### config.mk
export PLATFORM = sky130hd
export DESIGN_NAME = pll_lock_reset_seq
export DESIGN_NICKNAME = d
export VERILOG_FILES = /design/src/rtl/pll_lock_reset_seq.sv
export SDC_FILE = /design/constraint.sdc
export NUM_CORES = 1
export LEC_CHECK = 0
export ABC_AREA = 1
export CAP_MARGIN = 20
export CORE_MARGIN = 2
export CORE_UTILIZATION = 54
export CTS_CLUSTER_DIAMETER = 120
export DETAILED_ROUTE_END_ITERATION = 16
export PLACE_DENSITY = 0.8
export SLEW_MARGIN = 10
export SYNTH_ARGS = -nofsm -noshare
export SYNTH_HDL_FRONTEND = slang
export SYNTH_SLANG_ARGS = --single-unit
### constraint.sdc
create_clock -name clk -period 1.9 [get_ports clk]
set_input_delay 0.38 -clock clk [delete_from_list [all_inputs] [get_ports clk]]
set_output_delay 0.38 -clock clk [all_outputs]
set_load 0.01 [all_outputs]
### src/rtl/pll_lock_reset_seq.sv
// pll_lock_reset_seq: brings a PLL out of reset, waits for a filtered lock,
// then releases a chain of downstream reset domains one after another.
// Lock loss or a forced restart drops every domain and starts over.
module pll_lock_reset_seq #(
  parameter int NUM_RST        = 2,
  parameter int PLL_RST_CYCLES = 16,
  parameter int LOCK_FILTER    = 1024,
  parameter int LOCK_TIMEOUT   = 270000,
  parameter int STAGGER        = 8,
  parameter int CNT_W          = 8
) (
  input  logic               clk,
  input  logic               rst_n,
  input  logic               pll_lock_i,
  input  logic               force_reset_i,
  output logic               pll_reset_o,
  output logic [NUM_RST-1:0] rst_n_o,
  output logic               ready_o,
  output logic [2:0]         state_o,
  output logic [CNT_W-1:0]   retry_cnt_o,
  output logic [CNT_W-1:0]   loss_cnt_o
);

  typedef enum logic [2:0] {
    S_PLL_RST   = 3'd0,
    S_WAIT_LOCK = 3'd1,
    S_FILTER    = 3'd2,
    S_RELEASE   = 3'd3,
    S_RUN       = 3'd4
  } state_e;

  // Cycle index of the last domain release; one cycle later the block is running.
  localparam int                 LAST_K    = (NUM_RST - 1) * STAGGER;
  localparam logic [NUM_RST-1:0] FIRST_REL = NUM_RST'(1);
  localparam logic [NUM_RST-1:0] ALL_LOW   = {NUM_RST{1'b0}};

  state_e             r_state;
  logic [31:0]        r_cnt;
  logic               r_sync1;
  logic               r_sync2;
  logic               w_lock_s;
  logic [NUM_RST-1:0] w_rel_mask;

  // Event counters stick at all-ones so a long-lived fault history never wraps to zero.
  function automatic logic [CNT_W-1:0] sat_inc(input logic [CNT_W-1:0] v);
    if (v == {CNT_W{1'b1}}) begin
      return v;
    end else begin
      return v + CNT_W'(1);
    end
  endfunction

  assign w_lock_s = r_sync2;
  assign state_o  = r_state;

  // Two-flop synchroniser: PLL lock is asynchronous to the reference clock.
  always_ff @(posedge clk or negedge rst_n) begin
    if (!rst_n) begin
      r_sync1 <= 1'b0;
      r_sync2 <= 1'b0;
    end else begin
      r_sync1 <= pll_lock_i;
      r_sync2 <= r_sync1;
    end
  end

  // Domains that must be released by the next RELEASE cycle (k+1 >= i*STAGGER).
  always_comb begin
    w_rel_mask = ALL_LOW;
    for (int i = 0; i < NUM_RST; i++) begin
      if ((r_cnt + 32'd1) >= 32'(i * STAGGER)) begin
        w_rel_mask[i] = 1'b1;
      end else begin
        w_rel_mask[i] = 1'b0;
      end
    end
  end

  // Sequencer FSM with all outputs registered alongside the state.
  always_ff @(posedge clk or negedge rst_n) begin
    if (!rst_n) begin
      r_state     <= S_PLL_RST;
      r_cnt       <= 32'd0;
      pll_reset_o <= 1'b1;
      rst_n_o     <= ALL_LOW;
      ready_o     <= 1'b0;
      retry_cnt_o <= {CNT_W{1'b0}};
      loss_cnt_o  <= {CNT_W{1'b0}};
    end else if (force_reset_i && (r_state != S_PLL_RST)) begin
      // Forced restart wins over a simultaneous lock loss and is not counted.
      r_state     <= S_PLL_RST;
      r_cnt       <= 32'd0;
      pll_reset_o <= 1'b1;
      rst_n_o     <= ALL_LOW;
      ready_o     <= 1'b0;
    end else begin
      case (r_state)
        S_PLL_RST: begin
          pll_reset_o <= 1'b1;
          rst_n_o     <= ALL_LOW;
          ready_o     <= 1'b0;
          if (r_cnt == 32'(PLL_RST_CYCLES - 1)) begin
            r_state     <= S_WAIT_LOCK;
            r_cnt       <= 32'd0;
            pll_reset_o <= 1'b0;
          end else begin
            r_cnt <= r_cnt + 32'd1;
          end
        end
        S_WAIT_LOCK: begin
          if (w_lock_s) begin
            r_state <= S_FILTER;
            r_cnt   <= 32'd0;
          end else if (r_cnt == 32'(LOCK_TIMEOUT - 1)) begin
            r_state     <= S_PLL_RST;
            r_cnt       <= 32'd0;
            pll_reset_o <= 1'b1;
            retry_cnt_o <= sat_inc(retry_cnt_o);
          end else begin
            r_cnt <= r_cnt + 32'd1;
          end
        end
        S_FILTER: begin
          if (!w_lock_s) begin
            r_state <= S_WAIT_LOCK;
            r_cnt   <= 32'd0;
          end else if (r_cnt == 32'(LOCK_FILTER - 1)) begin
            // Domain 0 comes out of reset on the first RELEASE cycle.
            r_state <= S_RELEASE;
            r_cnt   <= 32'd0;
            rst_n_o <= FIRST_REL;
          end else begin
            r_cnt <= r_cnt + 32'd1;
          end
        end
        S_RELEASE: begin
          if (!w_lock_s) begin
            r_state     <= S_PLL_RST;
            r_cnt       <= 32'd0;
            pll_reset_o <= 1'b1;
            rst_n_o     <= ALL_LOW;
            ready_o     <= 1'b0;
            loss_cnt_o  <= sat_inc(loss_cnt_o);
          end else if (r_cnt == 32'(LAST_K)) begin
            r_state <= S_RUN;
            r_cnt   <= 32'd0;
            ready_o <= 1'b1;
          end else begin
            r_cnt   <= r_cnt + 32'd1;
            rst_n_o <= w_rel_mask;
          end
        end
        S_RUN: begin
          if (!w_lock_s) begin
            r_state     <= S_PLL_RST;
            r_cnt       <= 32'd0;
            pll_reset_o <= 1'b1;
            rst_n_o     <= ALL_LOW;
            ready_o     <= 1'b0;
            loss_cnt_o  <= sat_inc(loss_cnt_o);
          end else begin
            ready_o <= 1'b1;
          end
        end
        default: begin
          r_state     <= S_PLL_RST;
          r_cnt       <= 32'd0;
          pll_reset_o <= 1'b1;
          rst_n_o     <= ALL_LOW;
          ready_o     <= 1'b0;
        end
      endcase
    end
  end

endmodule

Figure 1. Clock routing.
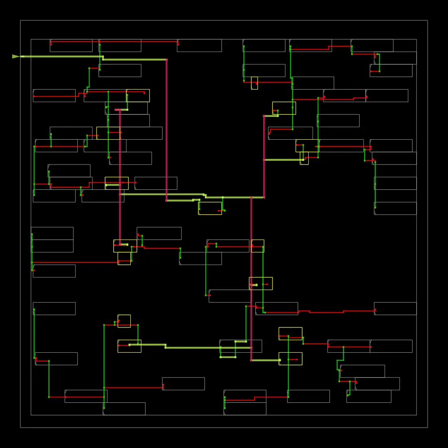
Clock Skews: 0.0118 ns
P_clk: 1.07 mW
Clock Sinks: 57
cts bufs inserted: 9
Seq Cell Count: 57

Figure 2. Metal 3.
Scale: 4 px per µm. Cells faint in the background.
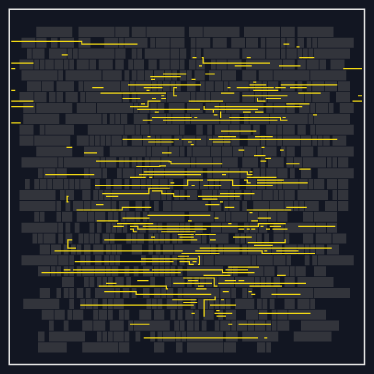
longest straight run	34.5 µm
share of all routed wire	9.9%
nets with wire on the layer	125
main direction	horizontal
vias post-DR: 4626
Post-Route WL: 14300 µm

Figure 3. Cell sizes after repair.
Scale: 3 px per µm.
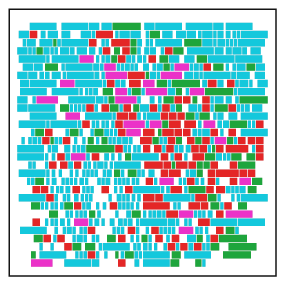
size	color	cells	share
drive 2	green	89	13%
drive 3 to 4	red	124	17%
drive 1 or less	cyan	472	66%
drive 6 and up	magenta	26	3.7%

Figure 4. Routed metal per tile.
Scale: 4 px per µm. 18 x 18 tiles, from dark purple (low) to yellow (high), scaled to the fullest tile. Values are wire area over tile area, all layers added.
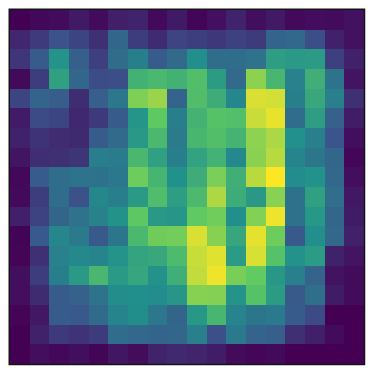
nearly empty tiles	5.2%
densest ninth of the die	center
emptiest ninth of the die	upper left
Total GRT Usage: 32.8%
routed wire length per instance: 17.7 µm

[repair_timing]
action | CTS | global route
gates resized | 43 | 87
setup buffers | 4 | 11
pin swaps | 9 | 23
endpoints found under the setup margin | 37 | 54
cloned | 0 | 1
[cell usage in the layout, fill, tap and decap left out, drive strengths merged]
cell type	n
nand2	194
buf	110
nor2	84
inv	64
dfrtp	56
nand3	41
o21ai	41
clkdlybuf4s50	25
nand4	17
xor2	14
clkbuf	13
nor3	12
xnor2	9
a21oi	5
nor4	5
nand3b	4
ha	4
clkinvlp	3
or2	3
and2	2
o21bai	1
nor3b	1
a31oi	1
clkinv	1
dfstp	1
[final timing paths]
check / start / endpoint / cells past startpoint
min: rst_n / rst_n_o[1]$_DFFE_PN0P_ / 1
max in group asynchronous: rst_n / r_cnt[4]$_DFFE_PN0P_ / 2
min reg2reg: r_sync1$_DFF_PN0_ / r_sync2$_DFF_PN0_ / 0
max reg2reg: r_cnt[1]$_DFFE_PN0P_ / rst_n_o[1]$_DFFE_PN0P_ / 12
max: r_cnt[1]$_DFFE_PN0P_ / rst_n_o[1]$_DFFE_PN0P_ / 12
min in group clk: r_sync1$_DFF_PN0_ / r_sync2$_DFF_PN0_ / 0
[area by class of cell]
| class | count | share of cell area [%] |
|---|---|---|
| Multi-Input combinational cell | 438 | 44.2 |
| Sequential cell | 57 | 25.2 |
| Timing Repair Buffer | 136 | 21.1 |
| Inverter | 64 | 4.22 |
| Clock buffer | 12 | 2.72 |
| Tap cell | 96 | 2.11 |
| Clock inverter | 4 | 0.483 |
[sequential cells by signal, indices dropped and copies added, names as in the netlist]
register     count
retry_cnt_o      8
r_sync1          1
ready_o          1
r_sync2          1
state_o          3
loss_cnt_o       8
r_cnt           32
pll_reset_o      1
rst_n_o          2
==> results.py <==
# Auto-generated metrics
metrics = {
    "place": {
        "gp_congestion": 0.991,
        "post-place-ws_ns": -0.217,
    },
    "clocking": {
        "clockBufferDepth": 2,
        "path_clk_slew_ns": 0.07,
        "ctsHoldBuffers": 0,
    },
    "route": {
        "wl_met2_um": 6540,
    },
    "cells_and_area": {
        "drive_above_1_share_pct": 33.6,
        "diodes": 0,
    },
    "pwr": {
        "switching_share_pct": 24.2,
        "powerComb_uw": 45.3,
        "maxPowerGroup": "registers",
        "power.sequential.fraction_pct": 52.1,
    },
    "global_routing": {
        "grt_remaining_overflow": 0,
        "grt_pass1_vias": 4037,
        "gr-usage-met3_pct": 5.22,
        "grt_pass1_wl_um": 19500,
        "grt_busiest_layer": "met2",
    },
    "final_timing": {
        "setup_ws_ns": -0.267,
        "final.period_utilization_pct": 114,
        "hold_viol_final": 11,
        "hold_ws_ns": -0.0111,
        "setup_viol": 44,
        "rsz0062_at_grt": "yes",
        "finalSetupTns_ns": -7.61,
    },
    "outcome": {
        "status": "complete, but fails checks",
        "violations": "hold timing, setup timing",
    },
    "worst_setup_path": {
        "cp.arrival_ns": 2.42,
        "reg2reg_slack_ns": -0.27,
        "path_buffers": 2,
    },
    "synth": {
        "synth-edff-count": 0,
        "top_area_cell": "dfrtp_1",
        "syn_nets": 574,
        "synth_cells": 566,
        "aoi_share_pct": 7.31,
        "mux_share_pct": 0,
    },
    "min_path": {
        "hold_path_class": "in2async",
    },
}
Power figures rest on the tool's default switching activity, not on a simulated workload.
